### Congestion heat map, run 1

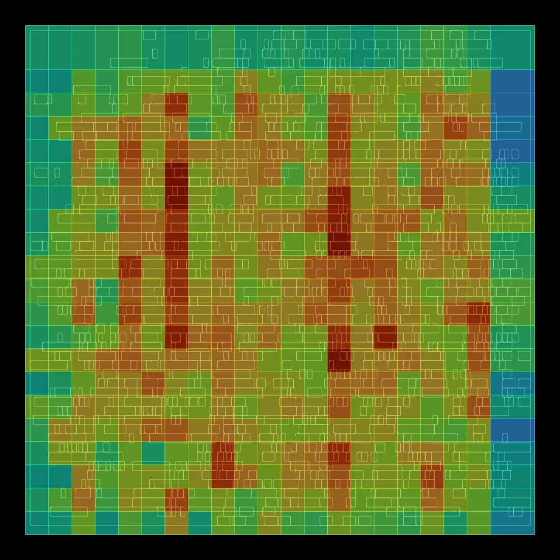
### Local utilization, run 1

Drawn at 2 px/um. 15 x 15 tiles, from white (low) to dark blue (high), 0 to 100% covered.
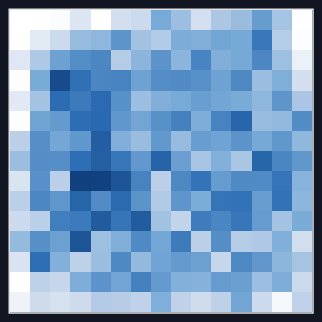
### Signal wires on met4, run 1

Drawn at 2 px/um.
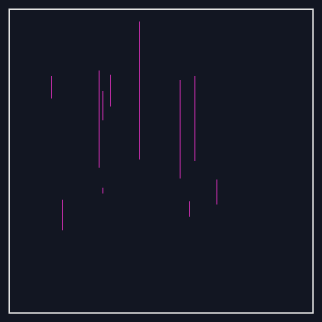
$ cat src/rtl/ddr_cmd_responder_if.sv
// Command bus from the controller plus the responder's beat strobes and status.
// The command bus is sampled on every posedge and has no backpressure; rd_valid/wr_valid are one-cycle-per-beat strobes with no ready.
interface ddr_cmd_responder_if;
    logic        cke;
    logic        ras;
    logic        cas;
    logic        we;
    logic [1:0]  ba;
    logic [12:0] addr;

    logic        rd_valid;
    logic        wr_valid;
    logic [1:0]  burst_bank;
    logic [12:0] burst_row;
    logic [9:0]  burst_col;
    logic        burst_last;
    logic [3:0]  bank_open;
    logic        err;
    logic [2:0]  err_code;
    logic [1:0]  burst_state;

    modport master (
        output cke, ras, cas, we, ba, addr,
        input  rd_valid, wr_valid, burst_bank, burst_row, burst_col, burst_last,
        input  bank_open, err, err_code, burst_state
    );

    modport slave (
        input  cke, ras, cas, we, ba, addr,
        output rd_valid, wr_valid, burst_bank, burst_row, burst_col, burst_last,
        output bank_open, err, err_code, burst_state
    );
endinterface

$ cat src/rtl/ddr_cmd_responder.sv
// Memory-side DDR command decoder: bank/row tracking, tRCD/tRP and mode checks,
// and read/write burst beat generation with sequential column wrap.
module ddr_cmd_responder #(
    parameter int TRCD   = 2,
    parameter int TRP    = 2,
    parameter int CL_RST = 2,
    parameter int BL_RST = 4
) (
    input logic clk,
    input logic rst,
    ddr_cmd_responder_if.slave bus
);
    typedef enum logic [1:0] {S_IDLE = 2'd0, S_RD = 2'd1, S_WR = 2'd2} state_t;
    typedef struct packed {
        logic        valid;
        logic [3:0]  bl;
        logic [1:0]  bank;
        logic [12:0] row;
        logic [9:0]  col;
    } rd_entry_t;

    localparam int CW = 4;
    localparam logic [CW-1:0] TRCD_LD = CW'(TRCD - 1);
    localparam logic [CW-1:0] TRP_LD  = CW'(TRP - 1);

    logic [3:0]    bank_open_q;
    logic [12:0]   row_q  [4];
    logic [CW-1:0] trcd_q [4];
    logic [CW-1:0] trp_q  [4];
    logic [2:0]    cl_q;
    logic [3:0]    bl_q;
    logic          err_q;
    logic [2:0]    err_code_q;
    rd_entry_t     dl_q [2];

    logic [1:0] sel;
    logic       is_act, is_rd, is_wr, is_pre, is_ref, is_lmr;
    logic       rd_ok, wr_ok, act_ok, lmr_ok, mode_legal;
    logic [2:0] err_d;
    logic [3:0] close_v;
    rd_entry_t  rd_new;

    assign sel = bus.ba;
    assign mode_legal = (bus.addr[6:4] == 3'd2 || bus.addr[6:4] == 3'd3) &&
                        (bus.addr[2:0] inside {3'd1, 3'd2, 3'd3});

    always_comb begin
        is_act = 1'b0; is_rd = 1'b0; is_wr = 1'b0;
        is_pre = 1'b0; is_ref = 1'b0; is_lmr = 1'b0;
        if (bus.cke) begin
            unique case ({bus.ras, bus.cas, bus.we})
                3'b011:  is_act = 1'b1;
                3'b101:  is_rd  = 1'b1;
                3'b100:  is_wr  = 1'b1;
                3'b010:  is_pre = 1'b1;
                3'b001:  is_ref = 1'b1;
                3'b000:  is_lmr = 1'b1;
                default: ;
            endcase
        end
    end

    // An erroring command is dropped entirely; only the *_ok strobes change state.
    always_comb begin
        err_d = 3'd0; rd_ok = 1'b0; wr_ok = 1'b0; act_ok = 1'b0; lmr_ok = 1'b0;
        if (is_rd || is_wr) begin
            if (!bank_open_q[sel])      err_d = 3'd1;
            else if (trcd_q[sel] != '0) err_d = 3'd2;
            else begin
                rd_ok = is_rd;
                wr_ok = is_wr;
            end
        end else if (is_act) begin
            if (bank_open_q[sel])      err_d = 3'd3;
            else if (trp_q[sel] != '0) err_d = 3'd4;
            else                       act_ok = 1'b1;
        end else if (is_ref) begin
            if (|bank_open_q) err_d = 3'd5;
        end else if (is_lmr && sel == 2'd0) begin
            if (|bank_open_q)     err_d = 3'd5;
            else if (!mode_legal) err_d = 3'd6;
            else                  lmr_ok = 1'b1;
        end
    end

    always_comb begin
        close_v = '0;
        for (int i = 0; i < 4; i++) begin
            close_v[i] = bank_open_q[i] &&
                ((is_pre && (bus.addr[10] || sel == 2'(i))) ||
                 ((rd_ok || wr_ok) && bus.addr[10] && sel == 2'(i)));
        end
    end

    always_ff @(posedge clk) begin
        if (rst) begin
            bank_open_q <= '0;
            for (int i = 0; i < 4; i++) begin
                row_q[i]  <= '0;
                trcd_q[i] <= '0;
                trp_q[i]  <= '0;
            end
            cl_q       <= 3'(CL_RST);
            bl_q       <= 4'(BL_RST);
            err_q      <= 1'b0;
            err_code_q <= 3'd0;
        end else begin
            for (int i = 0; i < 4; i++) begin
                if (trcd_q[i] != '0) trcd_q[i] <= trcd_q[i] - 1'b1;
                if (trp_q[i] != '0)  trp_q[i]  <= trp_q[i] - 1'b1;
                if (act_ok && sel == 2'(i)) begin
                    bank_open_q[i] <= 1'b1;
                    row_q[i]       <= bus.addr;
                    trcd_q[i]      <= TRCD_LD;
                end
                if (close_v[i]) begin
                    bank_open_q[i] <= 1'b0;
                    trp_q[i]       <= TRP_LD;
                end
            end
            if (lmr_ok) begin
                cl_q <= bus.addr[6:4];
                unique case (bus.addr[1:0])
                    2'd1:    bl_q <= 4'd2;
                    2'd2:    bl_q <= 4'd4;
                    default: bl_q <= 4'd8;
                endcase
            end
            err_q      <= (err_d != 3'd0);
            err_code_q <= err_d;
        end
    end

    // Read delay line: entry 0 emerges next edge; CL=3 reads enter one slot further back.
    always_comb rd_new = '{valid: 1'b1, bl: bl_q, bank: sel, row: row_q[sel], col: bus.addr[9:0]};

    always_ff @(posedge clk) begin
        if (rst || wr_ok) begin
            dl_q[0] <= '0;
            dl_q[1] <= '0;
        end else begin
            dl_q[0] <= dl_q[1];
            dl_q[1] <= '0;
            if (rd_ok) begin
                if (cl_q == 3'd3) dl_q[1] <= rd_new;
                else              dl_q[0] <= rd_new;
            end
        end
    end

    state_t      state_q, state_d;
    logic [2:0]  beat_q, beat_d;
    logic [3:0]  bbl_q, bbl_d;
    logic [1:0]  bbank_q, bbank_d;
    logic [12:0] brow_q, brow_d;
    logic [9:0]  bcol_q, bcol_d;
    logic        last_beat, busy;
    logic [9:0]  mask, col_sum, col_wrap;

    assign last_beat = (beat_q == (bbl_q[3:1] - 3'd1));
    assign busy      = (state_q != S_IDLE);

    always_ff @(posedge clk) begin
        if (rst) begin
            state_q <= S_IDLE;
            beat_q  <= '0;
            bbl_q   <= '0;
            bbank_q <= '0;
            brow_q  <= '0;
            bcol_q  <= '0;
        end else begin
            state_q <= state_d;
            beat_q  <= beat_d;
            bbl_q   <= bbl_d;
            bbank_q <= bbank_d;
            brow_q  <= brow_d;
            bcol_q  <= bcol_d;
        end
    end

    // A new write outranks a read leaving the delay line, since it flushes that line.
    always_comb begin
        state_d = state_q; beat_d = beat_q; bbl_d = bbl_q;
        bbank_d = bbank_q; brow_d = brow_q; bcol_d = bcol_q;
        if (wr_ok) begin
            state_d = S_WR; beat_d = '0; bbl_d = bl_q;
            bbank_d = sel; brow_d = row_q[sel]; bcol_d = bus.addr[9:0];
        end else if (dl_q[0].valid) begin
            state_d = S_RD; beat_d = '0; bbl_d = dl_q[0].bl;
            bbank_d = dl_q[0].bank; brow_d = dl_q[0].row; bcol_d = dl_q[0].col;
        end else if (rd_ok && state_q == S_WR) begin
            state_d = S_IDLE;
        end else if (busy) begin
            if (last_beat) state_d = S_IDLE;
            else           beat_d  = beat_q + 3'd1;
        end
    end

    assign mask     = {6'd0, bbl_q} - 10'd1;
    assign col_sum  = bcol_q + {6'd0, beat_q, 1'b0};
    assign col_wrap = (bcol_q & ~mask) | (col_sum & mask);

    assign bus.rd_valid    = (state_q == S_RD);
    assign bus.wr_valid    = (state_q == S_WR);
    assign bus.burst_bank  = busy ? bbank_q : 2'd0;
    assign bus.burst_row   = busy ? brow_q : 13'd0;
    assign bus.burst_col   = busy ? {col_wrap[9:1], 1'b0} : 10'd0;
    assign bus.burst_last  = busy && last_beat;
    assign bus.bank_open   = bank_open_q;
    assign bus.err         = err_q;
    assign bus.err_code    = err_code_q;
    assign bus.burst_state = state_q;
endmodule

$ cat src/flat_wrapper.sv
// flat-port wrapper written by rule: the top's interface ports become plain ports
module ddr_cmd_responder_flat 
#(
    parameter int TRCD   = 2,
    parameter int TRP    = 2,
    parameter int CL_RST = 2,
    parameter int BL_RST = 4
)
  (clk, rst, bus_cke, bus_ras, bus_cas, bus_we, bus_ba, bus_addr, bus_rd_valid, bus_wr_valid, bus_burst_bank, bus_burst_row, bus_burst_col, bus_burst_last, bus_bank_open, bus_err, bus_err_code, bus_burst_state);
  ddr_cmd_responder_if bus_i ();
  input logic clk;
  input logic rst;
  input wire logic [$bits(bus_i.cke)-1:0] bus_cke;
  input wire logic [$bits(bus_i.ras)-1:0] bus_ras;
  input wire logic [$bits(bus_i.cas)-1:0] bus_cas;
  input wire logic [$bits(bus_i.we)-1:0] bus_we;
  input wire logic [$bits(bus_i.ba)-1:0] bus_ba;
  input wire logic [$bits(bus_i.addr)-1:0] bus_addr;
  output wire logic [$bits(bus_i.rd_valid)-1:0] bus_rd_valid;
  output wire logic [$bits(bus_i.wr_valid)-1:0] bus_wr_valid;
  output wire logic [$bits(bus_i.burst_bank)-1:0] bus_burst_bank;
  output wire logic [$bits(bus_i.burst_row)-1:0] bus_burst_row;
  output wire logic [$bits(bus_i.burst_col)-1:0] bus_burst_col;
  output wire logic [$bits(bus_i.burst_last)-1:0] bus_burst_last;
  output wire logic [$bits(bus_i.bank_open)-1:0] bus_bank_open;
  output wire logic [$bits(bus_i.err)-1:0] bus_err;
  output wire logic [$bits(bus_i.err_code)-1:0] bus_err_code;
  output wire logic [$bits(bus_i.burst_state)-1:0] bus_burst_state;
  assign bus_i.cke = bus_cke;
  assign bus_i.ras = bus_ras;
  assign bus_i.cas = bus_cas;
  assign bus_i.we = bus_we;
  assign bus_i.ba = bus_ba;
  assign bus_i.addr = bus_addr;
  assign bus_rd_valid = bus_i.rd_valid;
  assign bus_wr_valid = bus_i.wr_valid;
  assign bus_burst_bank = bus_i.burst_bank;
  assign bus_burst_row = bus_i.burst_row;
  assign bus_burst_col = bus_i.burst_col;
  assign bus_burst_last = bus_i.burst_last;
  assign bus_bank_open = bus_i.bank_open;
  assign bus_err = bus_i.err;
  assign bus_err_code = bus_i.err_code;
  assign bus_burst_state = bus_i.burst_state;
  ddr_cmd_responder #(.TRCD(TRCD), .TRP(TRP), .CL_RST(CL_RST), .BL_RST(BL_RST)) u_core (.clk(clk), .rst(rst), .bus(bus_i));
endmodule
$ cat config.mk
export PLATFORM = sky130hd
export DESIGN_NAME = ddr_cmd_responder_flat
export DESIGN_NICKNAME = d
export VERILOG_FILES = /design/src/rtl/ddr_cmd_responder_if.sv /design/src/rtl/ddr_cmd_responder.sv /design/src/flat_wrapper.sv
export SDC_FILE = /design/constraint.sdc
export NUM_CORES = 1
export LEC_CHECK = 0
export ABC_AREA = 1
export CORE_UTILIZATION = 39
export CTS_CLUSTER_SIZE = 10
export DETAILED_ROUTE_END_ITERATION = 6
export GPL_TIMING_DRIVEN = 0
export PLACE_DENSITY_LB_ADDON = 0.05
export SYNTH_ARGS = -nofsm -noshare
export SYNTH_HDL_FRONTEND = slang
export SYNTH_SLANG_ARGS = --single-unit
$ cat constraint.sdc
create_clock -name clk -period 2.1 [get_ports clk]
set_clock_uncertainty 0.1 [all_clocks]
set_input_delay 0.21 -clock clk [delete_from_list [all_inputs] [get_ports clk]]
set_output_delay 0.21 -clock clk [all_outputs]
set_load 0.005 [all_outputs]
==> impl_metrics.toml, run 1 <==
# physical design summary
[power_and_ir_drop]
power.group.top = "registers"
comb_cell_power_mw = 1.74
p_clk_frac = 0.343
switching_share = 0.302
p_total_mw = 9.36
powerDensity_nw_per_um2 = 829

[clock_tree]
numCtsBuffers = 17
hold_buffers = 0

[drt]
drc = 0
first_iter_violations = 434
met1_length_mm = 11.3
firstDrtPassIters = 7

[global_routing]
antenna_found_initial = 0

[layout]
instances_no_fill = 1397
nets = 1144
clock_area_frac = 0.0515

[critical_path]
cp-start-kind = "flip-flop"
r2r_slack_ps = -10
path_cells = "ha_4 -> inv_2 -> fa_2 -> or2_4 -> a21oi_4 -> nand2_1 -> nor2_1 -> nand2_1 -> nand2_1 -> nand2_1 -> nor2_1 -> buf_2"

[worst_hold_path]
hp-class = "primary input to flip-flop"

[yosys]
postSynthNetCount = 1024
yosysWarnings = 0
common_cells = "190 x nand2_1, 157 x nor2_1, 102 x dfxtp_1, 97 x inv_1, 84 x edfxtp_1"
syn_avg_cell_area_um2 = 8.82
synth_chip_area_um2 = 8670
top_area_cell = "edfxtp_1"
ys_top_logic_family = "simple AND/OR/NAND/NOR gates"

[final_timing]
period_used_share = 1.23
drv_slew = 0
setup_viol = 18
layout_setup_ws_ps = -478

[run_status]
violations = "setup timing"
outcome = "finished with violations"

[placed_design]
globalplace.congestion = 0.852

[floorplan]
die-area_um2 = 22800
rows = 54
About 'Congestion heat map':
GR peak layer: met2
WL per Instance: 17.3 um
overall routing resource usage: 0.214
fin util: 0.517

About 'Local utilization':
nearly empty tiles: 4.4%
tiles over 75% full: 8.4%
fullest tile: 94%
mean over tiles: 48%
initial core utilization: 0.397
core footprint: 21800 um^2

About 'Signal wires on met4':
main direction: vertical
share of all routed wire: 1.2%
longest straight run: 68.7 um
nets with wire on the layer: 7
Vias: 6960
final WL: 24.2 mm

==> run 1 -> run 2 <==
--- a/config.mk
+++ b/config.mk
@@ -7,7 +7,7 @@
 export LEC_CHECK = 0
 export ABC_AREA = 1
 export CORE_UTILIZATION = 39
-export CTS_CLUSTER_SIZE = 10
+export CTS_CLUSTER_SIZE = 16
 export DETAILED_ROUTE_END_ITERATION = 6
 export GPL_TIMING_DRIVEN = 0
 export PLACE_DENSITY_LB_ADDON = 0.05
### Congestion heat map, run 2

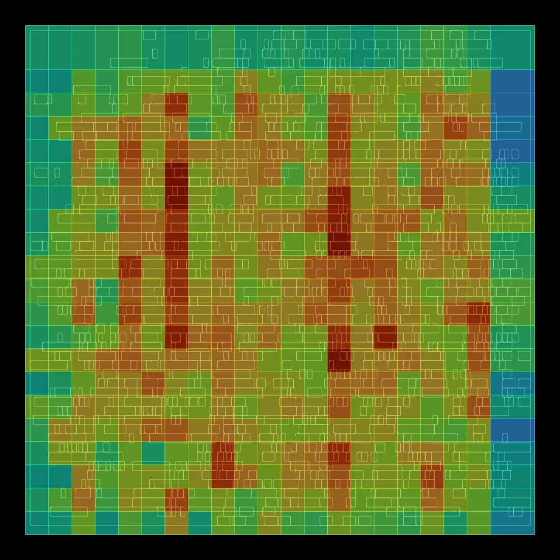
met1 GRT Util: 0.293
M3 GR Usage: 0.0367
met2 usage: 0.351

### Signal wires on met4, run 2

Drawn at 2 px/um.
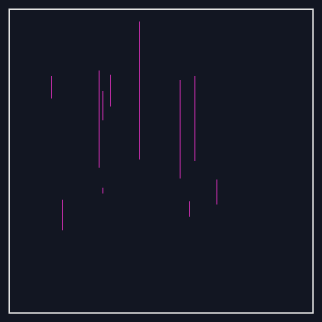
share of all routed wire: 1.2%
longest straight run: 68.7 um
main direction: vertical
nets with wire on the layer: 7

==> run 2 against run 1 <==
Compared with the run above:
- the run still ends with setup timing left
- critical endpoint unchanged
- die size unchanged
- clock power about the same
- cell count unchanged
- cell area unchanged
- largest cell class unchanged
- non-clock buffer count unchanged
- critical path depth unchanged
- sequential cell count unchanged
- routed wire length unchanged
- via count unchanged
- first-iteration DRC count unchanged
- clock-buffer cell count unchanged
- combinational power about the same
- highest routed layer unchanged
==> impl_metrics.toml, run 2 <==
# physical design summary
[run_status]
outcome = "finished with violations"
violations = "setup timing"

[critical_path]
path_cells = "ha_4 -> inv_2 -> fa_2 -> or2_4 -> a21oi_4 -> nand2_1 -> nor2_1 -> nand2_1 -> nand2_1 -> nand2_1 -> nor2_1 -> buf_2"
r2r_slack_ps = -10
cp-start-kind = "flip-flop"

[drt]
vias = 6960
first_iter_violations = 434
drt-wirelength-per-cell_um = 17.3
drc = 0
routed_wl_mm = 24.2
firstDrtPassIters = 7

[power_and_ir_drop]
power.group.top = "registers"
comb_cell_power_mw = 1.74

[floorplan]
rows = 54
initCoreUtil = 0.397
coreArea_um2 = 21800

[worst_hold_path]
hp-class = "primary input to flip-flop"

[layout]
fin_util = 0.517

[yosys]
yosysWarnings = 0
top_area_cell = "edfxtp_1"
postSynthNetCount = 1024

[clock_tree]
hold_buffers = 0
numCtsBuffers = 17

[global_routing]
grt_busiest_layer = "met2"
track_usage = 0.214

[final_timing]
period_used_share = 1.23
setup_viol = 18
layout_setup_ws_ps = -478
drv_slew = 0

[placed_design]
globalplace.congestion = 0.852
### Power grid, run 2

Drawn at 3 px/um. Pins as bars on the die edge.
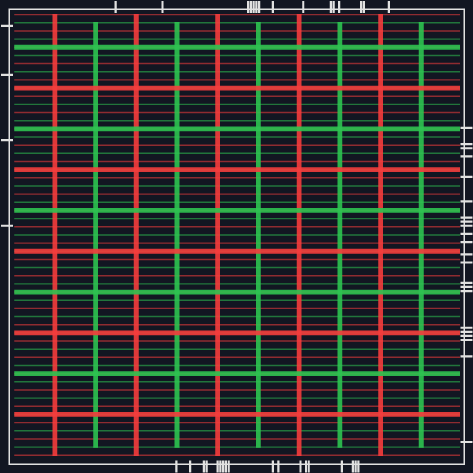

==> run 2 -> run 3 <==
--- a/config.mk
+++ b/config.mk
@@ -6,6 +6,7 @@
 export NUM_CORES = 1
 export LEC_CHECK = 0
 export ABC_AREA = 1
+export CORE_MARGIN = 3
 export CORE_UTILIZATION = 39
 export CTS_CLUSTER_SIZE = 16
 export DETAILED_ROUTE_END_ITERATION = 6
==> constraint.sdc (replaced) <==
create_clock -name clk -period 2.8 [get_ports clk]
set_clock_uncertainty 0.1 [all_clocks]
set_input_delay 0.28 -clock clk [delete_from_list [all_inputs] [get_ports clk]]
set_output_delay 0.28 -clock clk [all_outputs]
set_load 0.005 [all_outputs]
### Power grid, run 3

Drawn at 3 px/um. Pins as bars on the die edge.
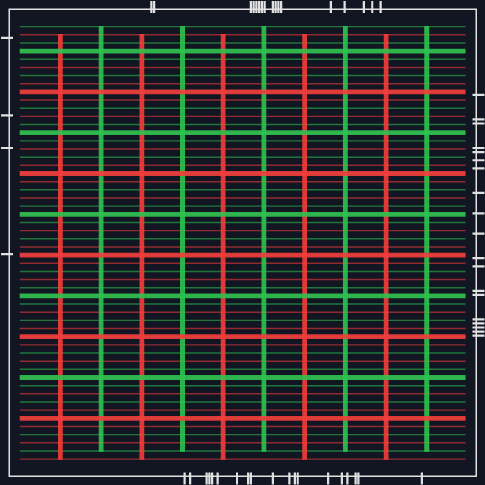
[VDD] green
[VSS] red
met5 straps: 10
signal pins: 59
met4 straps: 10
met1 rails: 54
die width: 155 um
DIE HEIGHT: 155 um

### Signal wires on met4, run 3

Drawn at 2 px/um.
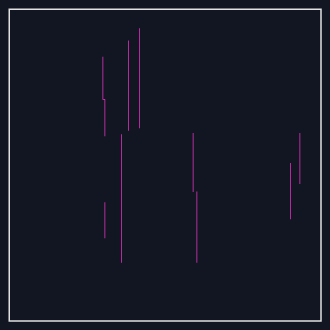
nets with wire on the layer: 6
wire length on this layer: 334 um
share of all routed wire: 1.5%
longest straight run: 63.9 um
main direction: vertical
final WL: 22.9 mm
Vias: 6690

==> run 3 against run 2 <==
Compared with the run above:
- the flow now finishes without violations
- total power down 26%
- area after synthesis unchanged
- utilization down 3.7 points
- critical path type unchanged
- largest power group unchanged
- highest routed layer unchanged
==> impl_metrics.toml, run 3 <==
# physical design summary
[power_and_ir_drop]
p_total_mw = 6.91
powerDensity_nw_per_um2 = 672
p_clk_frac = 0.357

[floorplan]
coreArea_um2 = 21400
rows = 53
die-area_um2 = 24100

[yosys]
ys_top_logic_family = "simple AND/OR/NAND/NOR gates"
syn_avg_cell_area_um2 = 8.82
yosysWarnings = 0

[drt]
firstDrtPassIters = 5
first_iter_violations = 408
drt-wirelength-per-cell_um = 17.0

[layout]
instances_no_fill = 1350
nets = 1102

[global_routing]
met1_usage = 0.274
track_usage = 0.195

[clock_tree]
numCtsBuffers = 17

[final_timing]
layout_setup_ws_ps = 37.4

[run_status]
outcome = "finished clean"

[worst_hold_path]
hp-class = "primary input to flip-flop"
Power figures rest on the tool's default switching activity, not on a simulated workload.
